==> run_1/placement_by_type.png <==
Scale bar: 20 um.
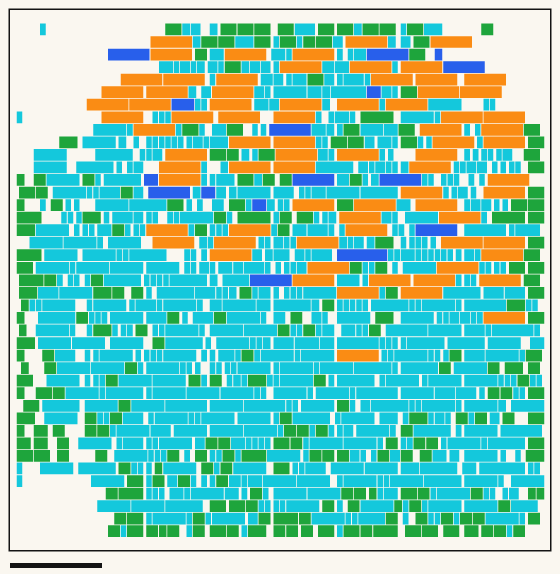
==> run_1/clocks.png <==
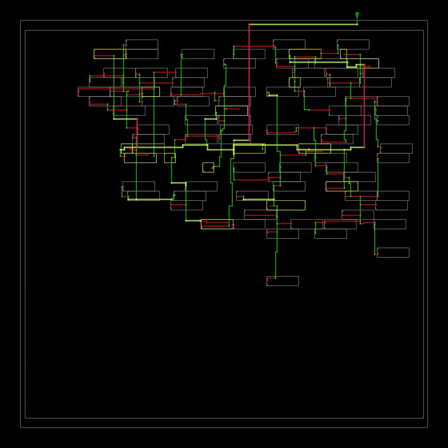
==> run_1/power_grid.png <==
Pins as bars on the die edge.
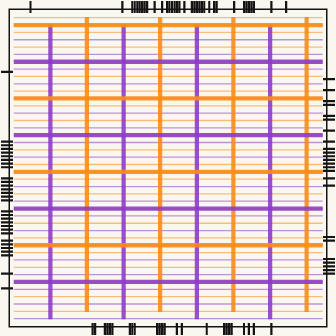
Design compressor7_2_pipe, sky130hd; sources not shown.
==> changes_impl.md, run 1 <==
### Implementation results

- Outcome: complete, but fails checks
- Failing checks: negative setup slack
- Multi-input gate area: 0.00550 mm2
- Max FFs per register: 29
- Transition at the pin with the smallest max-transition slack: between 0.8 and 0.9 ns
- Total of plain and repair buffers excluding clock buffers: between 200 and 250
- Most used standard cells in the synthesized netlist: 206 x sky130_fd_sc_hd__inv_1, 174 x sky130_fd_sc_hd__nand2_1, 154 x sky130_fd_sc_hd__fa_1
- Most used cells in the layout excluding fill and tap cells: 172 x sky130_fd_sc_hd__inv_1, 152 x sky130_fd_sc_hd__nand2_1, 124 x sky130_fd_sc_hd__fa_1
- Endpoint arrival time on the critical path: ~8.4 ns
- Non-clk invs: 207
- Cell resize tally after clock tree synthesis: 205
- Layout clock area frac: 2.85%
- Total wire length after detailed routing: 31700 um
- Critical setup path kind: in2reg
- Number of hold buffers added after CTS: 0
- Buffer count from post-CTS setup fixing: 16
- Post-route setup TNS: -74.97 ns
- Comb/total area: 50.8%
- Instance count of the mapped netlist: 856
- Share of final-layout standard cells stronger than drive strength 1: ~29%
- First-pass GRT wire length: about 44000 um
- Final Hold Fails: 0
- Clock buffer count: 10
- Unique cell type count in the Yosys netlist: about 43
- Total via count in the routed design: 7590
- Crit path setup slack, layout: -5.52 ns
- Number of antenna violations at the first check in global routing: 2
- Type of element launching the critical path: input pin
- Number of synthesis warnings: 0
- Total congestion overflow after global routing: 0
- Root Driver: sky130_fd_sc_hd__clkbuf_16
- OpenROAD warning count: 38
- Clock-pin transition on the worst setup and hold timing paths: 0.07 ns
- Min-delay worst type: in2async
- # rows: 41
- Min cycle time layout: 8.22 ns
- Most frequently placed logic cell in the final layout: sky130_fd_sc_hd__inv_1
- Count of instantiated cells in the yosys netlist: between 800 and 900
- Area growth, synth to finish: 34.0%
- # placed instances: 1206
- Number of tap cells added at floorplan: 172
- Floorplan core density: between 60% and 70%
- Sequential cell area: 0.00190 mm2
- Ratio of routed vias to standard cells: 6.14
- Maximum fanout along the worst path: 5
- Signal buf overhead: between 10% and 20%
- Data required time of the critical path: 2.88 ns
- Pin count of the biggest net entering global routing: 62
- Post-place instance area: slightly above 0.01 mm2
- Htree depth: 3
- Vias in the first global route: roughly 8200
- Most repeated cell in the gate-level netlist after synthesis: sky130_fd_sc_hd__inv_1
- DRC Markers: 0
- Final Wtd Congestion: 0.847
- DR WL/cell: 25.6 um
- Top cell type's share of synthesized area: between 30% and 40%
- Cell class with the largest area share: multi-input combinational cells
- Num sequential: 76
- Net count, final: 1308
- Final setup violation count: 28
- Worst Reg2Reg Path Length in Cells: 5
- Clock tree from TritonCTS: done
- Ports placed on the boundary: 113
- Chip area: 0.0137 mm2
- Area figure in the yosys stat output: 0.00808 mm2
- Fin Clk Skew: a little under 0.01 ns
- Synthesized area: 0.00808 mm2
- Max Freq: 122 MHz
## Picture notes: placement_by_type.png
flops: drawn in orange, cells 76, share of their area 18%. other buffers and delay cells: drawn in green, cells 242, share of their area 20%. clock drivers and dummy loads: drawn in blue, cells 16, share of their area 2.9%. combinational and other logic: drawn in cyan, cells 731, share of their area 59%.
finished layout cell area: 0.0108 mm2
share of cell area taken by flip-flops and latches: 17.6%

## Picture notes: clocks.png
Num CTS Buffers: 9
clk_lat worst skew: 0.35 ns

## Picture notes: power_grid.png
VSS: drawn in purple. VDD: drawn in orange.
8 straps on met4. 42 met1 rails follow the rows. The core has 41 rows. 8 straps on met5. 113 signal pins sit on the boundary.
Die Span X: 117 um
Die Y: 117 um
core region area: 0.0128 mm2

## run 1: logic make-up after synthesis
group	Yosys count	share of synthesized area, %
simple gates	266	13.9
buf+inv	261	13.7
fa+ha+maj	186	43.1
flops	76	23.5
compound gates	46	3.58
xor+xnor	18	1.95
mux	2	0.263
other cells	1	0.0464
## run 1: layer usage
layer / global-route usage [%] / vias to the layer above / share of wire [%] / wire [um]
met5: 5.19 / - / 0.21 / 66
met4: 40.7 / 2 / 13 / 4190
met3: 20.6 / 348 / 14 / 4430
met2: 72.4 / 754 / 44 / 14000
met1: 45.3 / 3611 / 28 / 8980
li1: - / 2875 / - / -
## run 1: worst max-delay path: stages
cell,delay (ns)
sky130_fd_sc_hd__buf_8,0.10
sky130_fd_sc_hd__fa_1,0.56
sky130_fd_sc_hd__inv_2,0.04
sky130_fd_sc_hd__fa_1,0.46
sky130_fd_sc_hd__fa_2,0.36
sky130_fd_sc_hd__inv_2,0.07
sky130_fd_sc_hd__fa_1,0.44
sky130_fd_sc_hd__nor2_2,0.15
sky130_fd_sc_hd__nor2_2,0.08
sky130_fd_sc_hd__fa_1,0.56
sky130_fd_sc_hd__fa_1,0.84
sky130_fd_sc_hd__fa_1,0.50
sky130_fd_sc_hd__inv_1,0.11
sky130_fd_sc_hd__fa_1,0.46
sky130_fd_sc_hd__fa_1,0.44
sky130_fd_sc_hd__inv_1,0.28
sky130_fd_sc_hd__fa_1,0.52
sky130_fd_sc_hd__inv_1,0.10
sky130_fd_sc_hd__ha_2,0.29
sky130_fd_sc_hd__o21ai_1,0.12
sky130_fd_sc_hd__buf_4,0.16
sky130_fd_sc_hd__o21bai_1,0.21
sky130_fd_sc_hd__a21oi_1,0.14
sky130_fd_sc_hd__xor2_1,0.17
sky130_fd_sc_hd__o21ai_1,0.44
==> run 1 -> run 2 <==
- CORE_UTILIZATION: 61 -> 30
- PLACE_DENSITY: 0.95 -> 0.6
==> run_2/placement_by_type.png <==
Scale bar: 50 um.
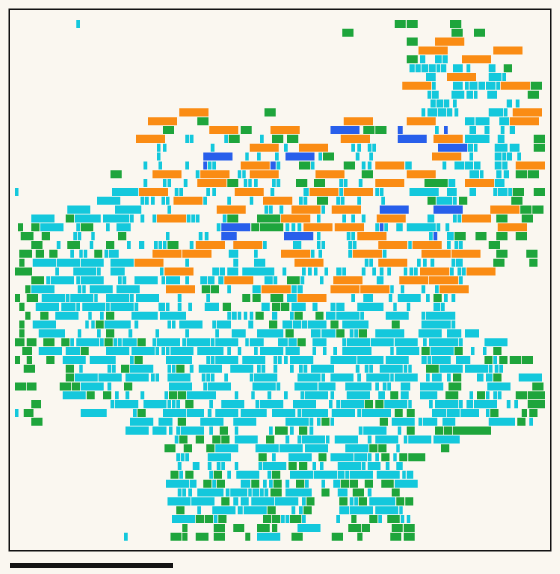
clock drivers and dummy loads: drawn in blue, cells 16, share of their area 2.5%. combinational and other logic: drawn in cyan, cells 731, share of their area 59%. other buffers and delay cells: drawn in green, cells 244, share of their area 20%. flops: drawn in orange, cells 76, share of their area 18%.
share of cell area taken by flip-flops and latches: 17.4%
finished layout cell area: 0.0110 mm2
post-layout util: 41.8%
core region area: 0.0262 mm2

==> changes_impl.md, run 2 <==
### Implementation results

- Outcome: complete, but fails checks
- Failing checks: design-rule violations, negative setup slack
- DRC Markers: 10
- Root Driver: sky130_fd_sc_hd__clkbuf_16
- Min cycle time layout: about 7.1 ns
- Number of hold buffers added after CTS: 0
- Area figure in the yosys stat output: between 0.008 and 0.009 mm2
- Unique cell type count in the Yosys netlist: between 40 and 50
- Chip area: 0.0276 mm2
- Top cells by area: sky130_fd_sc_hd__fa_1 38%, sky130_fd_sc_hd__dfrtp_1 24%, sky130_fd_sc_hd__inv_1 9.6%, sky130_fd_sc_hd__nand2_1 8.1%, sky130_fd_sc_hd__ha_1 5.0%
- Top cell type's share of synthesized area: a little under two fifths
- Endpoint arrival time on the critical path: around 7.4 ns
- Slowest stage cell on the critical path: sky130_fd_sc_hd__fa_1
- Final setup violation count: 27
- Levels on crit path: 27
- Count of instantiated cells in the yosys netlist: about 860
- Final Wtd Congestion: between 0.7 and 0.8
- Max Freq: 140 MHz
- Final Hold Fails: 0
- Max FFs per register: 29
- Sum of net half-perimeters after detailed placement: between 10000 and 15000 um
- Critical setup path kind: in2reg
- Most repeated cell in the gate-level netlist after synthesis: sky130_fd_sc_hd__inv_1
- Htree depth: 3
- Area growth, synth to finish: 35.5%
- Die Y: 166 um
- Total congestion overflow after global routing: 0
- Clock-pin transition on the worst setup and hold timing paths: 0.06 ns
- Maximum fanout along the worst path: 2
- Crit path setup slack, layout: -4.44 ns
- Total via count in the routed design: approximately 5900
- Synthesized area: 0.00808 mm2
- Largest delay contributor family on the critical path: adder cells
- Instance count of the mapped netlist: 856
- Ratio of routed vias to standard cells: 4.18
- Total wire length after detailed routing: 17700 um
- Clock tree from TritonCTS: done
- Data required time of the critical path: 2.93 ns
- Worst path bufs/invs: 8
- Most used cells in the layout excluding fill and tap cells: 175 x sky130_fd_sc_hd__inv_1, 167 x sky130_fd_sc_hd__nand2_1, 129 x sky130_fd_sc_hd__fa_1
- Worst Reg2Reg Path Length in Cells: 6
- Transition at the pin with the smallest max-transition slack: 0.694 ns
- All-layer global routing usage: ~14%
- Die Span X: 166 um
- Floorplan core density: 30.8%
- Min-delay worst type: in2async
- Number of synthesis warnings: 0
- Clk_lat worst skew: 0.33 ns
- Vias in the first global route: 6445
- First-pass GRT wire length: 30700 um
- Most frequently placed logic cell in the final layout: sky130_fd_sc_hd__inv_1
- Largest stage delay on the critical path: 0.56 ns
- Pin count of the biggest net entering global routing: 62
- Number of antenna violations at the first check in global routing: 0
- # rows: 59
- Type of element launching the critical path: input pin
- OpenROAD warning count: 38
- Ant diodes: 0
- Share of final-layout standard cells stronger than drive strength 1: 26.7%
- Critical path's most frequent cell: sky130_fd_sc_hd__fa_1
- DR WL/cell: 12.6 um
- Fin Clk Skew: 0.00606 ns
- Num CTS Buffers: 9
- Most used standard cells in the synthesized netlist: 206 x sky130_fd_sc_hd__inv_1, 174 x sky130_fd_sc_hd__nand2_1, 154 x sky130_fd_sc_hd__fa_1
- Net count, final: roughly 1300
- Ports placed on the boundary: 113
## run 2: through the flow
| stage | instances | TNS, ns | hold slack, ns | area [um2] |
|---|---|---|---|---|
| 2_1_floorplan | 861 | -61.91 | 0.430 | 8260 |
| 3_3_place_gp | 1374 | -84.53 | 0.444 | 10400 |
| 3_5_place_dp | 1374 | -86.07 | 0.455 | 10400 |
| 4_1_cts | 1399 | -67.33 | 0.382 | 10800 |
| 5_1_grt | 1402 | -68.25 | 0.389 | 11000 |
| 6_report | 1402 | -64.03 | 0.381 | 11000 |
## run 2: area by class of cell
class                           instances  area [um2]  area share (%)
Clock buffer                           14         254            2.32
Sequential cell                        76        1900            17.4
Inverter                              207         779            7.12
Clock inverter                          2        10.0          0.0914
Tap cell                              335         419            3.83
Timing Repair Buffer                  244        2130            19.5
Multi-Input combinational cell        524        5450            49.8
## run 2: what timing repair did
| item | in CTS | in global routing |
|---|---|---|
| resized | 167 | 45 |
| pin swaps | 81 | 74 |
| gates cloned | 1 | 0 |
| setup endpoints to repair | 28 | 28 |
| setup buffers | 9 | 8 |
## run 2: kinds of logic (layout without fill, tap and decap cells)
family	count (synthesis)	count (layout)	share of synthesized area [%]
muxes	2	2	0.263
DFF	76	76	23.5
AOI/OAI and AO/OA	46	46	3.58
and+or+nand+nor	266	266	13.9
xor gates and xnor gates	18	18	1.95
adders and majority gates	186	186	43.1
other	1	6	0.0464
buffers and inverters	261	467	13.7
## run 2: per-layer routing
layer / part of all wire (%) / GRT usage (%)
met5: 0 / 0
met4: 1.0 / 2.32
met1: 42 / 16.5
met2: 53 / 25.9
met3: 3.5 / 2.74
